### Ports around the boundary

Scale: 6 px per um. Pins as bars across the die edge, other pins in gray.
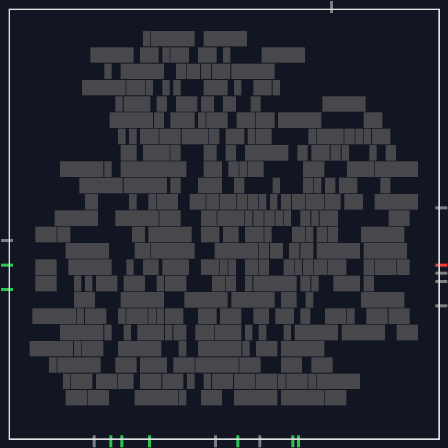
### Port wiring

Scale: 4 px per um.
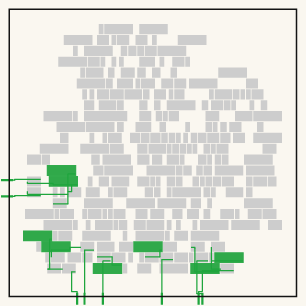
### Cell placement

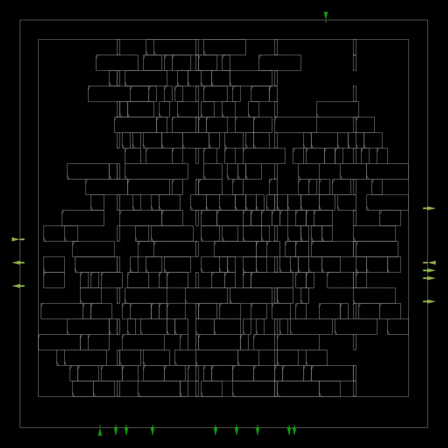
### Wiring by layer

Scale: 4 px per um. Only two layers are drawn.
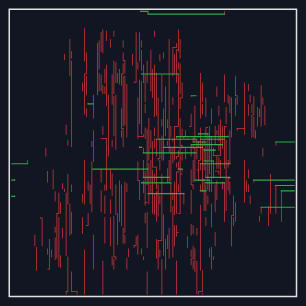
### Met2 routing

Scale: 6 px per um.
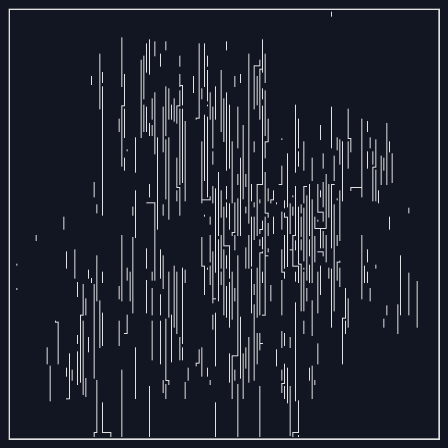
File: src/rtl/uart_rx_ext_if.sv
// Consumer-side handshake of uart_rx_ext: received word, valid/ready pair and the
// per-word error flags that travel with it.
interface uart_rx_ext_if #(
    parameter int DATA_BITS = 8
);
    logic [DATA_BITS-1:0] rx_data;
    logic                 rx_valid;
    logic                 rx_ready;
    logic                 parity_err;
    logic                 frame_err;

    modport master (output rx_data, rx_valid, parity_err, frame_err, input rx_ready);
    modport slave  (input rx_data, rx_valid, parity_err, frame_err, output rx_ready);
endinterface

File: src/rtl/uart_rx_ext.sv
// UART receiver with 3-flop input synchronizer, 2-of-3 mid-bit voting, optional parity,
// one or two stop bits, break detection and a valid/ready output holding register.
module uart_rx_ext #(
    parameter int CLK_FREQ  = 100_000_000,
    parameter int UART_BPS  = 115200,
    parameter int DATA_BITS = 8,
    parameter int PARITY    = 0,
    parameter int STOP_BITS = 1
) (
    input  logic          clk_i,
    input  logic          rst_i,
    input  logic          uart_rxdata,
    uart_rx_ext_if.master rx_if,
    output logic          overrun_err,
    output logic          break_det,
    output logic          busy
);
    localparam int BAUD_CNT_MAX = CLK_FREQ / UART_BPS;
    localparam int HALF         = BAUD_CNT_MAX / 2;
    localparam int CW           = $clog2(BAUD_CNT_MAX + 1);
    localparam logic [CW-1:0] CNT_WRAP = CW'(BAUD_CNT_MAX - 1);
    localparam logic [CW-1:0] CNT_S0   = CW'(HALF - 1);
    localparam logic [CW-1:0] CNT_S1   = CW'(HALF);
    localparam logic [CW-1:0] CNT_DEC  = CW'(HALF + 1);
    localparam logic [3:0]    DATA_LAST = 4'(DATA_BITS);
    localparam logic [3:0]    STOP_LAST = 4'(STOP_BITS - 1);

    typedef enum logic [2:0] {
        ST_IDLE, ST_START, ST_DATA, ST_PARITY, ST_STOP, ST_WAIT_IDLE
    } state_t;

    function automatic logic majority3(input logic a, input logic b, input logic c);
        majority3 = (a & b) | (a & c) | (b & c);
    endfunction

    function automatic logic parity_expect(input logic [DATA_BITS-1:0] data);
        if (PARITY == 2) parity_expect = ^data;
        else             parity_expect = ~^data;
    endfunction

    logic                 s0_r, s1_r, s2_r;
    state_t               state_r, state_s;
    logic [CW-1:0]        cnt_r;
    logic [1:0]           maj_r;
    logic [3:0]           bit_cnt_r;
    logic [DATA_BITS-1:0] shift_r;
    logic                 par_bit_r, perr_r;
    logic [DATA_BITS-1:0] rx_data_r;
    logic                 rx_valid_r, parity_err_r, frame_err_r;
    logic                 overrun_r, break_r, busy_r;
    logic                 start_edge_s, dec_s, wrap_s, bit_s, frame_zero_s;
    logic                 done_s, ferr_s, brk_s;

    assign start_edge_s = s2_r & ~s1_r;
    assign dec_s        = (cnt_r == CNT_DEC);
    assign wrap_s       = (cnt_r == CNT_WRAP);
    assign bit_s        = majority3(maj_r[0], maj_r[1], s2_r);
    assign frame_zero_s = (shift_r == {DATA_BITS{1'b0}}) && ((PARITY == 0) || !par_bit_r);

    assign rx_if.rx_data    = rx_data_r;
    assign rx_if.rx_valid   = rx_valid_r;
    assign rx_if.parity_err = parity_err_r;
    assign rx_if.frame_err  = frame_err_r;
    assign overrun_err      = overrun_r;
    assign break_det        = break_r;
    assign busy             = busy_r;

    // Frame sequencing; completion is flagged at the last stop-bit decision point.
    always_comb begin
        state_s = state_r;
        done_s  = 1'b0;
        ferr_s  = 1'b0;
        brk_s   = 1'b0;
        case (state_r)
            ST_IDLE: begin
                if (start_edge_s) state_s = ST_START;
                else              state_s = ST_IDLE;
            end
            ST_START: begin
                if (dec_s && bit_s) state_s = ST_IDLE;
                else if (wrap_s)    state_s = ST_DATA;
                else                state_s = ST_START;
            end
            ST_DATA: begin
                if (wrap_s && (bit_cnt_r == DATA_LAST)) state_s = (PARITY != 0) ? ST_PARITY : ST_STOP;
                else                                    state_s = ST_DATA;
            end
            ST_PARITY: begin
                if (wrap_s) state_s = ST_STOP;
                else        state_s = ST_PARITY;
            end
            ST_STOP: begin
                if (dec_s && !bit_s) begin
                    ferr_s  = 1'b1;
                    brk_s   = frame_zero_s;
                    done_s  = !frame_zero_s;
                    state_s = ST_WAIT_IDLE;
                end else if (dec_s && (bit_cnt_r == STOP_LAST)) begin
                    done_s  = 1'b1;
                    state_s = ST_IDLE;
                end else begin
                    state_s = ST_STOP;
                end
            end
            ST_WAIT_IDLE: begin
                if (s2_r) state_s = ST_IDLE;
                else      state_s = ST_WAIT_IDLE;
            end
            default: state_s = ST_IDLE;
        endcase
    end

    // Synchronizer, state, baud counter and receive datapath.
    always_ff @(posedge clk_i) begin
        if (rst_i) begin
            s0_r      <= 1'b1;
            s1_r      <= 1'b1;
            s2_r      <= 1'b1;
            state_r   <= ST_IDLE;
            cnt_r     <= '0;
            maj_r     <= 2'b00;
            bit_cnt_r <= 4'd0;
            shift_r   <= '0;
            par_bit_r <= 1'b0;
            perr_r    <= 1'b0;
        end else begin
            s0_r    <= uart_rxdata;
            s1_r    <= s0_r;
            s2_r    <= s1_r;
            state_r <= state_s;
            if ((state_s == ST_IDLE) || ((state_s == ST_START) && (state_r != ST_START)) || wrap_s)
                cnt_r <= '0;
            else
                cnt_r <= cnt_r + 1'b1;
            if (cnt_r == CNT_S0) maj_r[0] <= s2_r;
            if (cnt_r == CNT_S1) maj_r[1] <= s2_r;
            if (state_s != state_r)
                bit_cnt_r <= 4'd0;
            else if (dec_s && ((state_r == ST_DATA) || (state_r == ST_STOP)))
                bit_cnt_r <= bit_cnt_r + 4'd1;
            if ((state_r == ST_DATA) && dec_s)
                shift_r <= {bit_s, shift_r[DATA_BITS-1:1]};
            if (state_r == ST_IDLE) begin
                par_bit_r <= 1'b0;
                perr_r    <= 1'b0;
            end else if ((state_r == ST_PARITY) && dec_s) begin
                par_bit_r <= bit_s;
                perr_r    <= (bit_s != parity_expect(shift_r));
            end
        end
    end

    // Output holding register with overrun, break and busy reporting.
    always_ff @(posedge clk_i) begin
        if (rst_i) begin
            rx_data_r    <= '0;
            rx_valid_r   <= 1'b0;
            parity_err_r <= 1'b0;
            frame_err_r  <= 1'b0;
            overrun_r    <= 1'b0;
            break_r      <= 1'b0;
            busy_r       <= 1'b0;
        end else begin
            if (done_s && (!rx_valid_r || rx_if.rx_ready)) begin
                rx_data_r    <= shift_r;
                parity_err_r <= perr_r;
                frame_err_r  <= ferr_s;
                rx_valid_r   <= 1'b1;
            end else if (rx_valid_r && rx_if.rx_ready) begin
                rx_valid_r <= 1'b0;
            end
            overrun_r <= done_s && rx_valid_r && !rx_if.rx_ready;
            break_r   <= brk_s;
            busy_r    <= (state_s != ST_IDLE);
        end
    end
endmodule
File: src/flat_wrapper.sv
// flat-port wrapper written by rule: the top's interface ports become plain ports
module uart_rx_ext_flat 
#(
    parameter int CLK_FREQ  = 100_000_000,
    parameter int UART_BPS  = 115200,
    parameter int DATA_BITS = 8,
    parameter int PARITY    = 0,
    parameter int STOP_BITS = 1
)
  (clk_i, rst_i, uart_rxdata, overrun_err, break_det, busy, rx_if_rx_data, rx_if_rx_valid, rx_if_parity_err, rx_if_frame_err, rx_if_rx_ready);
  uart_rx_ext_if #(.DATA_BITS(DATA_BITS)) rx_if_i ();
  input  logic clk_i;
  input  logic rst_i;
  input  logic uart_rxdata;
  output logic overrun_err;
  output logic break_det;
  output logic busy;
  output wire logic [$bits(rx_if_i.rx_data)-1:0] rx_if_rx_data;
  output wire logic [$bits(rx_if_i.rx_valid)-1:0] rx_if_rx_valid;
  output wire logic [$bits(rx_if_i.parity_err)-1:0] rx_if_parity_err;
  output wire logic [$bits(rx_if_i.frame_err)-1:0] rx_if_frame_err;
  input wire logic [$bits(rx_if_i.rx_ready)-1:0] rx_if_rx_ready;
  assign rx_if_rx_data = rx_if_i.rx_data;
  assign rx_if_rx_valid = rx_if_i.rx_valid;
  assign rx_if_parity_err = rx_if_i.parity_err;
  assign rx_if_frame_err = rx_if_i.frame_err;
  assign rx_if_i.rx_ready = rx_if_rx_ready;
  uart_rx_ext #(.CLK_FREQ(CLK_FREQ), .UART_BPS(UART_BPS), .DATA_BITS(DATA_BITS), .PARITY(PARITY), .STOP_BITS(STOP_BITS)) u_core (.clk_i(clk_i), .rst_i(rst_i), .uart_rxdata(uart_rxdata), .rx_if(rx_if_i), .overrun_err(overrun_err), .break_det(break_det), .busy(busy));
endmodule
File: config.mk
export PLATFORM = sky130hd
export DESIGN_NAME = uart_rx_ext_flat
export DESIGN_NICKNAME = d
export VERILOG_FILES = /design/src/rtl/uart_rx_ext_if.sv /design/src/rtl/uart_rx_ext.sv /design/src/flat_wrapper.sv
export SDC_FILE = /design/constraint.sdc
export NUM_CORES = 1
export LEC_CHECK = 0
export CORE_MARGIN = 3
export CORE_UTILIZATION = 50
export CTS_BUF_LIST = sky130_fd_sc_hd__clkbuf_4
export DETAILED_ROUTE_END_ITERATION = 8
export PLACE_DENSITY = 0.82
export REMOVE_ABC_BUFFERS = 1
export SLEW_MARGIN = 20
export SYNTH_ARGS = -nofsm -noshare
export SYNTH_HDL_FRONTEND = slang
export SYNTH_SLANG_ARGS = --single-unit
export TNS_END_PERCENT = 5
File: constraint.sdc
create_clock -name clk_i -period 7.44 [get_ports clk_i]
set_input_delay 1.488 -clock clk_i [delete_from_list [all_inputs] [get_ports clk_i]]
set_output_delay 1.488 -clock clk_i [all_outputs]
set_load 0.05 [all_outputs]
==> Slide: Implementation Results <==
Implementation Results

Setup path
  • Maximum fanout along the worst path: 2
  • Reg2reg setup slack: 4570 ps
  • Worst EP required: 5950 ps
  • End of the worst register-to-register path: u_core.rx_if.rx_data[5]$_SDFFE_PP0P_
  • Worst path arrival time: 1550 ps
  • Source of the critical timing path: u_core.rx_if.frame_err$_SDFFE_PP0P_
  • Number of stages on the worst setup path: 1
  • Worst stage delay on the critical path: 810 ps
  • Critical path cell sequence: clkdlybuf4s50_1
  • Buffers and inverters on the worst path: 1

Route
  • Antenna-violating nets left: 0
  • Vias per std cell: 5.368
  • Number of DRC markers in iteration 0: 158
  • Average wire per cell in the routed design: 13.06 um
  • Met3 wirelength from detailed routing: 199 um

Layout
  • Number of cells in the finished layout apart from fillers: 307
  • Max reg flops: 10
  • Seq_cells: 45
  • Top register by number of flip-flops: u_core.cnt_r
  • Inverters excl. clock: 17
  • Share of final layout cell area taken by non-clock buffers: 0.07320
  • Area of all placed cells without fillers: 2427 sq um
  • Clk tree area frac: 0.03454
  • Proportion of layout cells with a drive suffix above 1: 0.06615
  • Top logic cell by instance count in the layout: dfxtp_1
  • Most frequent logic cells in the routed design: dfxtp_1, nor2_1, mux2i_1, inv_1, clkdlybuf4s50_1
  • Count of antenna diodes in the layout: 0

Die
  • Die X: 71.42 um
  • Initial Util: 0.5273
  • Number of tap cells inserted: 50
  • Die Span Y: 71.42 um

Place
  • Buffers on Ports: 17
  • Placed wire-length estimate after detailed placement: 2854 um
  • Worst-case setup slack after placement: 4299 ps
  • Weighted congestion at the end of routability-driven global placement: 0.9079
  • Cell Area, Placed: 2344 sq um

Synth
  • Mapped Cells: 239
  • Share of Yosys cell area claimed by the top area cell type: 0.4211
  • Share of synthesized cell area in and-or and or-and compound cells: 0.07076
  • Area fraction in and, or, nand and nor cells after synthesis: 0.2404
  • Cell type contributing the most total cell area after synthesis: dfxtp_1
  • Top cell type by instance count after synthesis: dfxtp_1
  • Post-synthesis sequential area ratio: 0.4211
  • Yosys adder share: 0.05731
  • Area share of xor/xnor cells in the synthesized design: 0.06550
  • Main area contributors: dfxtp_1, mux2i_1, nor2_1, ha_1, xnor2_1
  • Leading post-synthesis cells by instance count: dfxtp_1, nor2_1, mux2i_1, inv_1
  • Warnings, synthesis: 0
  • Main flop type after synthesis: dfxtp_1

Pwr
  • Power after layout: 426.9 uW
  • Internal power: 329.0 uW
  • Share of total power in sequential cells: 0.583
  • Main power-consuming group: sequential cells
  • IR Drop Worst-Case VDD: 0.0001464 V
  • Clock distribution power: 153 uW
  • Clock Power Share: 0.358
  • Switching portion of total power: 0.2293

Global route
  • Met1 usage in global routing: 0.2243
  • Met2 demand-to-capacity share in global routing: 0.2745
  • Total routing usage reported by global routing: 0.1699
  • GRT Residual Overflow: 0
  • Most utilized layer in the global route result: met2
  • Pin count of the biggest net entering global routing: 33
  • Met3 Use GR: 0.03226
  • Vias in the first global route: 1520

Final timing
  • Post-route worst hold slack: 424.0 ps
  • Least-Margin Pin Slew: 737.3 ps
  • Relative slew slack: 0.5047
  • Worst clock skew: 11.34 ps
  • Final Max Slew Viols: 0
  • Portion of the clock cycle consumed by the worst path in the final layout: 0.4086
  • Setup repair after global routing missed its margin: no
  • Post-route minimum period: 3040 ps
  • Final hold viol count: 0
  • Fmax: 0.3289 GHz

Clock network
  • Count of clock tree sinks: 45
  • Clock transition at path regs: 130 ps
  • Latest clock arrival within the worst-skew pair: 360 ps
  • Buffers from clock root to sink, at most: 2
  • Post-cts hold buffer count: 0
  • Number of post-CTS setup repair buffers: 0
  • TritonCTS clock tree: yes

Job
  • Max-capacitance violation count: 0
  • OpenROAD warning count: 28

Hold path
  • Worst min path class: flop to flop
  • Worst min-delay path endpoint: u_core.s1_r$_SDFF_PP1_
  • Hold Path Stages: 1

Run status
  • Result of the run: finished, final reports clean
## Picture notes: 'Ports around the boundary'
| port | color | pins | direction | edge |
|---|---|---|---|---|
| `rx_if_rx_ready` | red | 1 | input | right |
| `rx_if_rx_data` | green | 8 | output | 6 bottom, 2 left |
all pins by edge: 9 bottom, 5 right, 3 left, 1 top

## Picture notes: 'Port wiring'
| port | color | direction | end cells | buffers | wire |
|---|---|---|---|---|---|
| `rx_if_rx_data` | green | output | 8 | 8 | 188 um |

## Picture notes: 'Cell placement'
CORE AREA: 4058 sq um
row cnt: 23
# fillers: 361
sequential share of cell area: 0.3711

## Picture notes: 'Wiring by layer'
| layer | color | wire length |
|---|---|---|
| metal 2 | red | 1830 um |
| metal 3 | green | 200 um |

## Picture notes: 'Met2 routing'
wire length on this layer: 1830 um
longest straight run: 28.2 um
main direction: vertical

Power figures rest on the tool's default switching activity, not on a simulated workload.
